==> config.mk <==
export PLATFORM = sky130hd
export DESIGN_NAME = inst_fetch_unit_flat
export DESIGN_NICKNAME = d
export VERILOG_FILES = /design/src/rtl/inst_fetch_unit_if.sv /design/src/rtl/inst_fetch_unit.sv /design/src/flat_wrapper.sv
export SDC_FILE = /design/constraint.sdc
export NUM_CORES = 1
export LEC_CHECK = 0
export CAP_MARGIN = 30
export CORE_MARGIN = 2
export CORE_UTILIZATION = 35
export DETAILED_ROUTE_END_ITERATION = 10
export PLACE_DENSITY = 0.67
export SYNTH_ARGS = -nofsm -noshare
export SYNTH_HDL_FRONTEND = slang
export SYNTH_SLANG_ARGS = --single-unit
export TNS_END_PERCENT = 50
==> constraint.sdc <==
create_clock -name Clk -period 4.4 [get_ports Clk]
set_input_delay 0.66 -clock Clk [delete_from_list [all_inputs] [get_ports Clk]]
set_output_delay 0.66 -clock Clk [all_outputs]
set_load 0.005 [all_outputs]
==> src/rtl/inst_fetch_unit_if.sv <==
// Instruction-memory request/acknowledge bus between the fetch unit and memory.
interface inst_fetch_unit_if;
  localparam int unsigned ADDR_W = 32;
  localparam int unsigned DATA_W = 32;

  logic              Mem_req;
  logic [ADDR_W-1:0] Mem_addr;
  logic              Mem_ack;
  logic [DATA_W-1:0] Mem_rdata;

  // Fetch unit drives the request side
  modport master (
    output Mem_req,
    output Mem_addr,
    input  Mem_ack,
    input  Mem_rdata
  );

  // Memory answers with a single-cycle ack carrying the data
  modport slave (
    input  Mem_req,
    input  Mem_addr,
    output Mem_ack,
    output Mem_rdata
  );
endinterface

==> src/rtl/inst_fetch_unit.sv <==
// Single-outstanding instruction fetch unit with flush drain, timeout and
// misalignment fault. The fault is sticky until Clr.
module inst_fetch_unit #(
  parameter  int unsigned TIMEOUT = 255,
  localparam int unsigned ADDR_W  = 32,
  localparam int unsigned DATA_W  = 32,
  localparam int unsigned CNT_W   = 16
) (
  input  logic              Clk,
  input  logic              Clr,
  input  logic [ADDR_W-1:0] Pc_addr,
  input  logic              Pc_valid,
  output logic              Pc_stall,
  input  logic              Flush,
  inst_fetch_unit_if.master mem,
  output logic [DATA_W-1:0] Inst,
  output logic              Inst_valid,
  input  logic              Inst_ready,
  output logic              Fault
);

  localparam int unsigned CNT_EXT_W = CNT_W + 1;

  typedef enum logic [2:0] {
    S_IDLE,
    S_REQ,
    S_DRAIN,
    S_HOLD,
    S_ERR
  } state_t;

  state_t              state_q;
  state_t              state_d;
  logic [ADDR_W-1:0]   addr_q;
  logic [ADDR_W-1:0]   addr_d;
  logic [DATA_W-1:0]   inst_q;
  logic [DATA_W-1:0]   inst_d;
  logic [CNT_W-1:0]    cnt_q;
  logic [CNT_W-1:0]    cnt_d;
  logic                mem_req_q;
  logic                mem_req_d;
  logic                inst_valid_q;
  logic                inst_valid_d;
  logic                fault_q;
  logic                fault_d;
  logic                fetch_ok;
  logic                accept;
  logic                misalign;
  logic                waiting;
  logic                tmo_hit;

  // Request qualification: a valid, non-flushed PC either starts a fetch or faults
  assign fetch_ok = Pc_valid && !Flush;
  assign accept   = (state_q == S_IDLE) && fetch_ok && (Pc_addr[1:0] == 2'b00);
  assign misalign = (state_q == S_IDLE) && fetch_ok && (Pc_addr[1:0] != 2'b00);
  assign waiting  = ((state_q == S_REQ) || (state_q == S_DRAIN)) && !mem.Mem_ack;
  // This un-acked cycle is the TIMEOUT-th one; an ack in the same cycle wins
  assign tmo_hit  = (CNT_EXT_W'(cnt_q) + CNT_EXT_W'(1)) == CNT_EXT_W'(TIMEOUT);

  // State register
  always_ff @(posedge Clk) begin
    if (Clr) begin
      state_q <= S_IDLE;
    end else begin
      state_q <= state_d;
    end
  end

  // Next-state logic
  always_comb begin
    state_d = state_q;
    unique case (state_q)
      S_IDLE: begin
        if (accept) begin
          state_d = S_REQ;
        end else if (misalign) begin
          state_d = S_ERR;
        end
      end
      S_REQ: begin
        if (mem.Mem_ack) begin
          state_d = Flush ? S_IDLE : S_HOLD;
        end else if (tmo_hit) begin
          state_d = S_ERR;
        end else if (Flush) begin
          state_d = S_DRAIN;
        end
      end
      S_DRAIN: begin
        if (mem.Mem_ack) begin
          state_d = S_IDLE;
        end else if (tmo_hit) begin
          state_d = S_ERR;
        end
      end
      S_HOLD: begin
        if (Flush || Inst_ready) begin
          state_d = S_IDLE;
        end
      end
      S_ERR: begin
        state_d = S_ERR;
      end
      default: begin
        state_d = S_IDLE;
      end
    endcase
  end

  // Output and datapath next values, registered below
  always_comb begin
    Pc_stall     = 1'b1;
    mem_req_d    = 1'b0;
    inst_valid_d = 1'b0;
    fault_d      = 1'b0;
    addr_d       = addr_q;
    inst_d       = inst_q;
    cnt_d        = cnt_q;

    Pc_stall     = Clr || !accept;
    mem_req_d    = (state_d == S_REQ) || (state_d == S_DRAIN);
    inst_valid_d = (state_d == S_HOLD);
    fault_d      = (state_d == S_ERR);

    if (accept) begin
      addr_d = Pc_addr;
      cnt_d  = '0;
    end else if (waiting) begin
      cnt_d = cnt_q + CNT_W'(1);
    end

    if ((state_q == S_REQ) && (state_d == S_HOLD)) begin
      inst_d = mem.Mem_rdata;
    end
  end

  // Registered outputs and datapath
  always_ff @(posedge Clk) begin
    if (Clr) begin
      mem_req_q    <= 1'b0;
      inst_valid_q <= 1'b0;
      fault_q      <= 1'b0;
      addr_q       <= '0;
      inst_q       <= '0;
      cnt_q        <= '0;
    end else begin
      mem_req_q    <= mem_req_d;
      inst_valid_q <= inst_valid_d;
      fault_q      <= fault_d;
      addr_q       <= addr_d;
      inst_q       <= inst_d;
      cnt_q        <= cnt_d;
    end
  end

  assign mem.Mem_req  = mem_req_q;
  assign mem.Mem_addr = addr_q;
  assign Inst         = inst_q;
  assign Inst_valid   = inst_valid_q;
  assign Fault        = fault_q;

endmodule

==> src/flat_wrapper.sv <==
// flat-port wrapper written by rule: the top's interface ports become plain ports
module inst_fetch_unit_flat 
#(
  parameter  int unsigned TIMEOUT = 255,
  localparam int unsigned ADDR_W  = 32,
  localparam int unsigned DATA_W  = 32,
  localparam int unsigned CNT_W   = 16
)
  (Clk, Clr, Pc_addr, Pc_valid, Pc_stall, Flush, Inst, Inst_valid, Inst_ready, Fault, mem_Mem_req, mem_Mem_addr, mem_Mem_ack, mem_Mem_rdata);
  inst_fetch_unit_if mem_i ();
  input  logic Clk;
  input  logic Clr;
  input  logic [ADDR_W-1:0] Pc_addr;
  input  logic Pc_valid;
  output logic Pc_stall;
  input  logic Flush;
  output logic [DATA_W-1:0] Inst;
  output logic Inst_valid;
  input  logic Inst_ready;
  output logic Fault;
  output wire logic [$bits(mem_i.Mem_req)-1:0] mem_Mem_req;
  output wire logic [$bits(mem_i.Mem_addr)-1:0] mem_Mem_addr;
  input wire logic [$bits(mem_i.Mem_ack)-1:0] mem_Mem_ack;
  input wire logic [$bits(mem_i.Mem_rdata)-1:0] mem_Mem_rdata;
  assign mem_Mem_req = mem_i.Mem_req;
  assign mem_Mem_addr = mem_i.Mem_addr;
  assign mem_i.Mem_ack = mem_Mem_ack;
  assign mem_i.Mem_rdata = mem_Mem_rdata;
  inst_fetch_unit #(.TIMEOUT(TIMEOUT)) u_core (.Clk(Clk), .Clr(Clr), .Pc_addr(Pc_addr), .Pc_valid(Pc_valid), .Pc_stall(Pc_stall), .Flush(Flush), .mem(mem_i), .Inst(Inst), .Inst_valid(Inst_valid), .Inst_ready(Inst_ready), .Fault(Fault));
endmodule
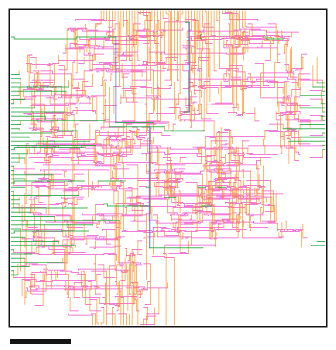
(routed metal, one color a layer)
The bar under the picture is 20 um long.
legend:
  met4:
    color: blue
    wire_length: 96.6 um
  met1:
    color: magenta
    wire_length: 3980 um
  met3:
    color: green
    wire_length: 750 um
  met2:
    color: orange
    wire_length: 4230 um
Total Wirelength: 9050 um
GRT Util Overall: 16.9%
via count: 3325
post-DR wirelength/cell: 13.0 um

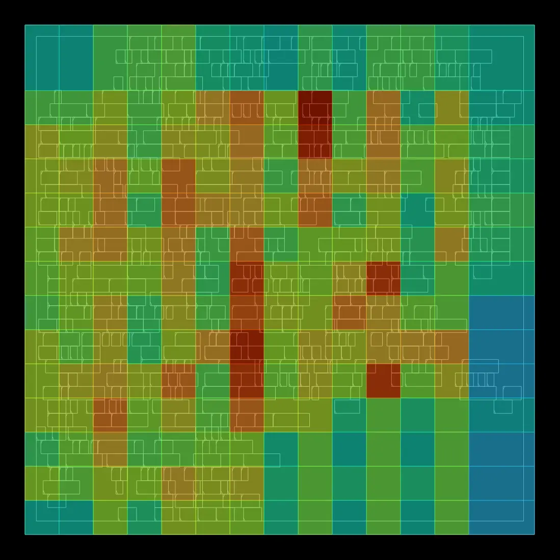
(track usage over the die)
met2 Use GR: 26.1%
busiest grt layer: met2

## state kept, by name (all words and copies together) (netlist names)
name                 cells
u_core.mem.Mem_addr     32
u_core.mem.Mem_req       1
u_core.Inst             32
u_core.cnt_q            16
u_core.Fault             1
u_core.Inst_valid        1
u_core.state_q           3
## where the power goes
group          total, W  internal (W)  switching [W]
Combinational  0.000116     0.0000756      0.0000406
Sequential     0.000793      0.000787     0.00000665
Clock          0.000625      0.000327       0.000298
Total           0.00153       0.00119       0.000345
## metal layers
metal | part of all wire [%] | wire length (um) | vias up
met4 | 1.1 | 96 | 0
met2 | 47 | 4230 | 97
met5 | 0 | 0 | -
met3 | 8.3 | 749 | 8
li1 | - | - | 1679
met1 | 44 | 3980 | 1541
==> flow_metrics.tcl <==
# collected from the flow reports
set metrics [dict create \
    die_y_um 103 \
    num-nonclk-buffers 142 \
    seq_share_pct 33.5 \
    path_clk_slew_ps 90 \
    tightest_slew_ps 739 \
    combGateArea_um2 1560 \
    power_w 0.00153 \
    crit_arrival_ps 2290 \
    crit_top_cell "clkdlybuf4s50_1" \
    yosys_warnings 0 \
    drt_iter0_drc 104 \
    fin_cells 694 \
    ios 138 \
    max_stage_delay_ps 450 \
    tns_ps 0 \
    ff_latch_area_um2 1720 \
    synth_area_per_cell_um2 7.93 \
    final_core_util_pct 53.3 \
    grt_overflow 0 \
    final_cell_mix "nand2_1, clkdlybuf4s50_1, dfxtp_1" \
    ys_seq_share_pct 50.2 \
    ys_async_sr_fraction_pct 0 \
    inverters 6 \
    critical_path_depth 5 \
    clk_path_buf_depth 2 \
    path_buffers 2 \
    critPathCapture "Pc_stall" \
    core_area_um2 9640 \
    tapCellCount 133 \
    setup_viol 0 \
    outcome "complete, no violations" \
    detail-route-antenna-nets 0 \
    ys_top_logic_family "simple AND/OR/NAND/NOR gates" \
    hp-class "flop to flop" \
    drv_cap 0 \
    place_congestion 0.769 \
    routed_via_density 4.79 \
    largest_cell_class "registers" \
    cts_resized 0 \
    synthFlopType "dfxtp_1" \
    min_from "u_core.mem.Mem_addr[0]" \
    largest_area_cell "dfxtp_1" \
    cp_cell_sequence "clkdlybuf4s50_1 -> nor4_1 -> nand2_1 -> or3_1 -> clkdlybuf4s50_1" \
    finalMaxSlewViolations 0 \
    fillers 933 \
    dr.pass1.iters 4 \
    common_cells "nand2_1, dfxtp_1, a21oi_1, clkbuf_1, nor2_1" \
    chipArea_um2 10600 \
    cts_tree "built" \
    netlist_area_um2 3430 \
    endpoint_kind "primary output" \
    hold_path_end "u_core.mem.Mem_addr[0]" \
    synthAdderAreaFrac_pct 0.730 \
    synth_flops 86 \
    placed_area_um2 4910 \
    ys_sh_mux_pct 0.292 \
    portBuffers 137 \
    synthTopCellsByArea "dfxtp_1, nand2_1, a21oi_1" \
    reg2reg_to "u_core.state_q[0]" \
    synth-edff-count 0 \
    clock_latency_ps 350 \
    syn_inst 432 \
    grt_max_degree 71 \
    finalWorstSetupSlack_ps 1450 \
    grt_use_met3_pct 7.39 \
    grt_pass1_vias 3068 \
    ff_count 86 \
    hold_slack_ps 432 \
    rrSetupSlack_ps 1750 \
    warnings 27 \
    ys_cells 432 \
    ys_sh_simple_pct 25.8 \
    crit_slowest_cell "clkdlybuf4s50_1" \
    finalInstanceArea_um2 5130 \
    route.detailed.drc 0 \
    hold_buffers 0 \
    ys_types 43 \
    startpoint "Pc_addr[0]" \
    cp-start-kind "input port" \
    r2r_cells 7 \
    grt_antenna_before_repair 0 \
    rows 36 \
    initial_utilization_pct 35.6 \
    min_period_over_period_pct 67.1 \
    p_leak_nw 1.71 \
    vdd_drop_max_uv 207 \
    clock_skew_ps 7.25 \
    hold_violations 0 \
    fin_nets 628 \
    area_delta_synth_final_pct 49.8 \
    antenna_cells 0 \
    synthAoiAreaFrac_pct 14.8 \
    cts_buffers 9 \
    grt_use_met1_pct 21.3 \
    clkSinkCount 86 \
    post-cts-setup-buffer-count 0 \
    sh_comb_area_pct 30.4 \
    dp_hpwl_um 6470 \
    whs_path_depth 2 \
    relSlewSlack_pct 50.8 \
    chipWidth_um 103 \
    h-tree-depth 3 \
    comb_cells 311 \
    clockNetworkAreaShare_pct 4.36 \
    clockRootBuffer "clkbuf_8" \
    regToRegStartpoint "u_core.cnt_q[0]" \
    rsz0062_at_grt "no" \
    clkbuf_count 9 \
    drive_above_1_share_pct 4.63 \
    xor_area_share_pct 3.83 \
    yosysChipArea_um2 3430 \
    required_ps 3740 \
    nonClkBufAreaFrac_pct 28.0 \
    criticalPathCategory "input port to primary output" \
    max_freq_mhz 339 \
    crit_fanout 4 \
    grt_first_pass_wirelength_um 14300 \
    dp_slack_ps 1450 \
    power_density_nw_per_um2 299 \
    fin_crit_ps 2950 \
    synth_nets 504 \
    path_delay_family "buffers and inverters" \
    synth_top_cell_by_count "nand2_1" \
    top_area_share_pct 50.2 \
    placed_cells 678 \
]
Power and IR drop assume default switching activity.
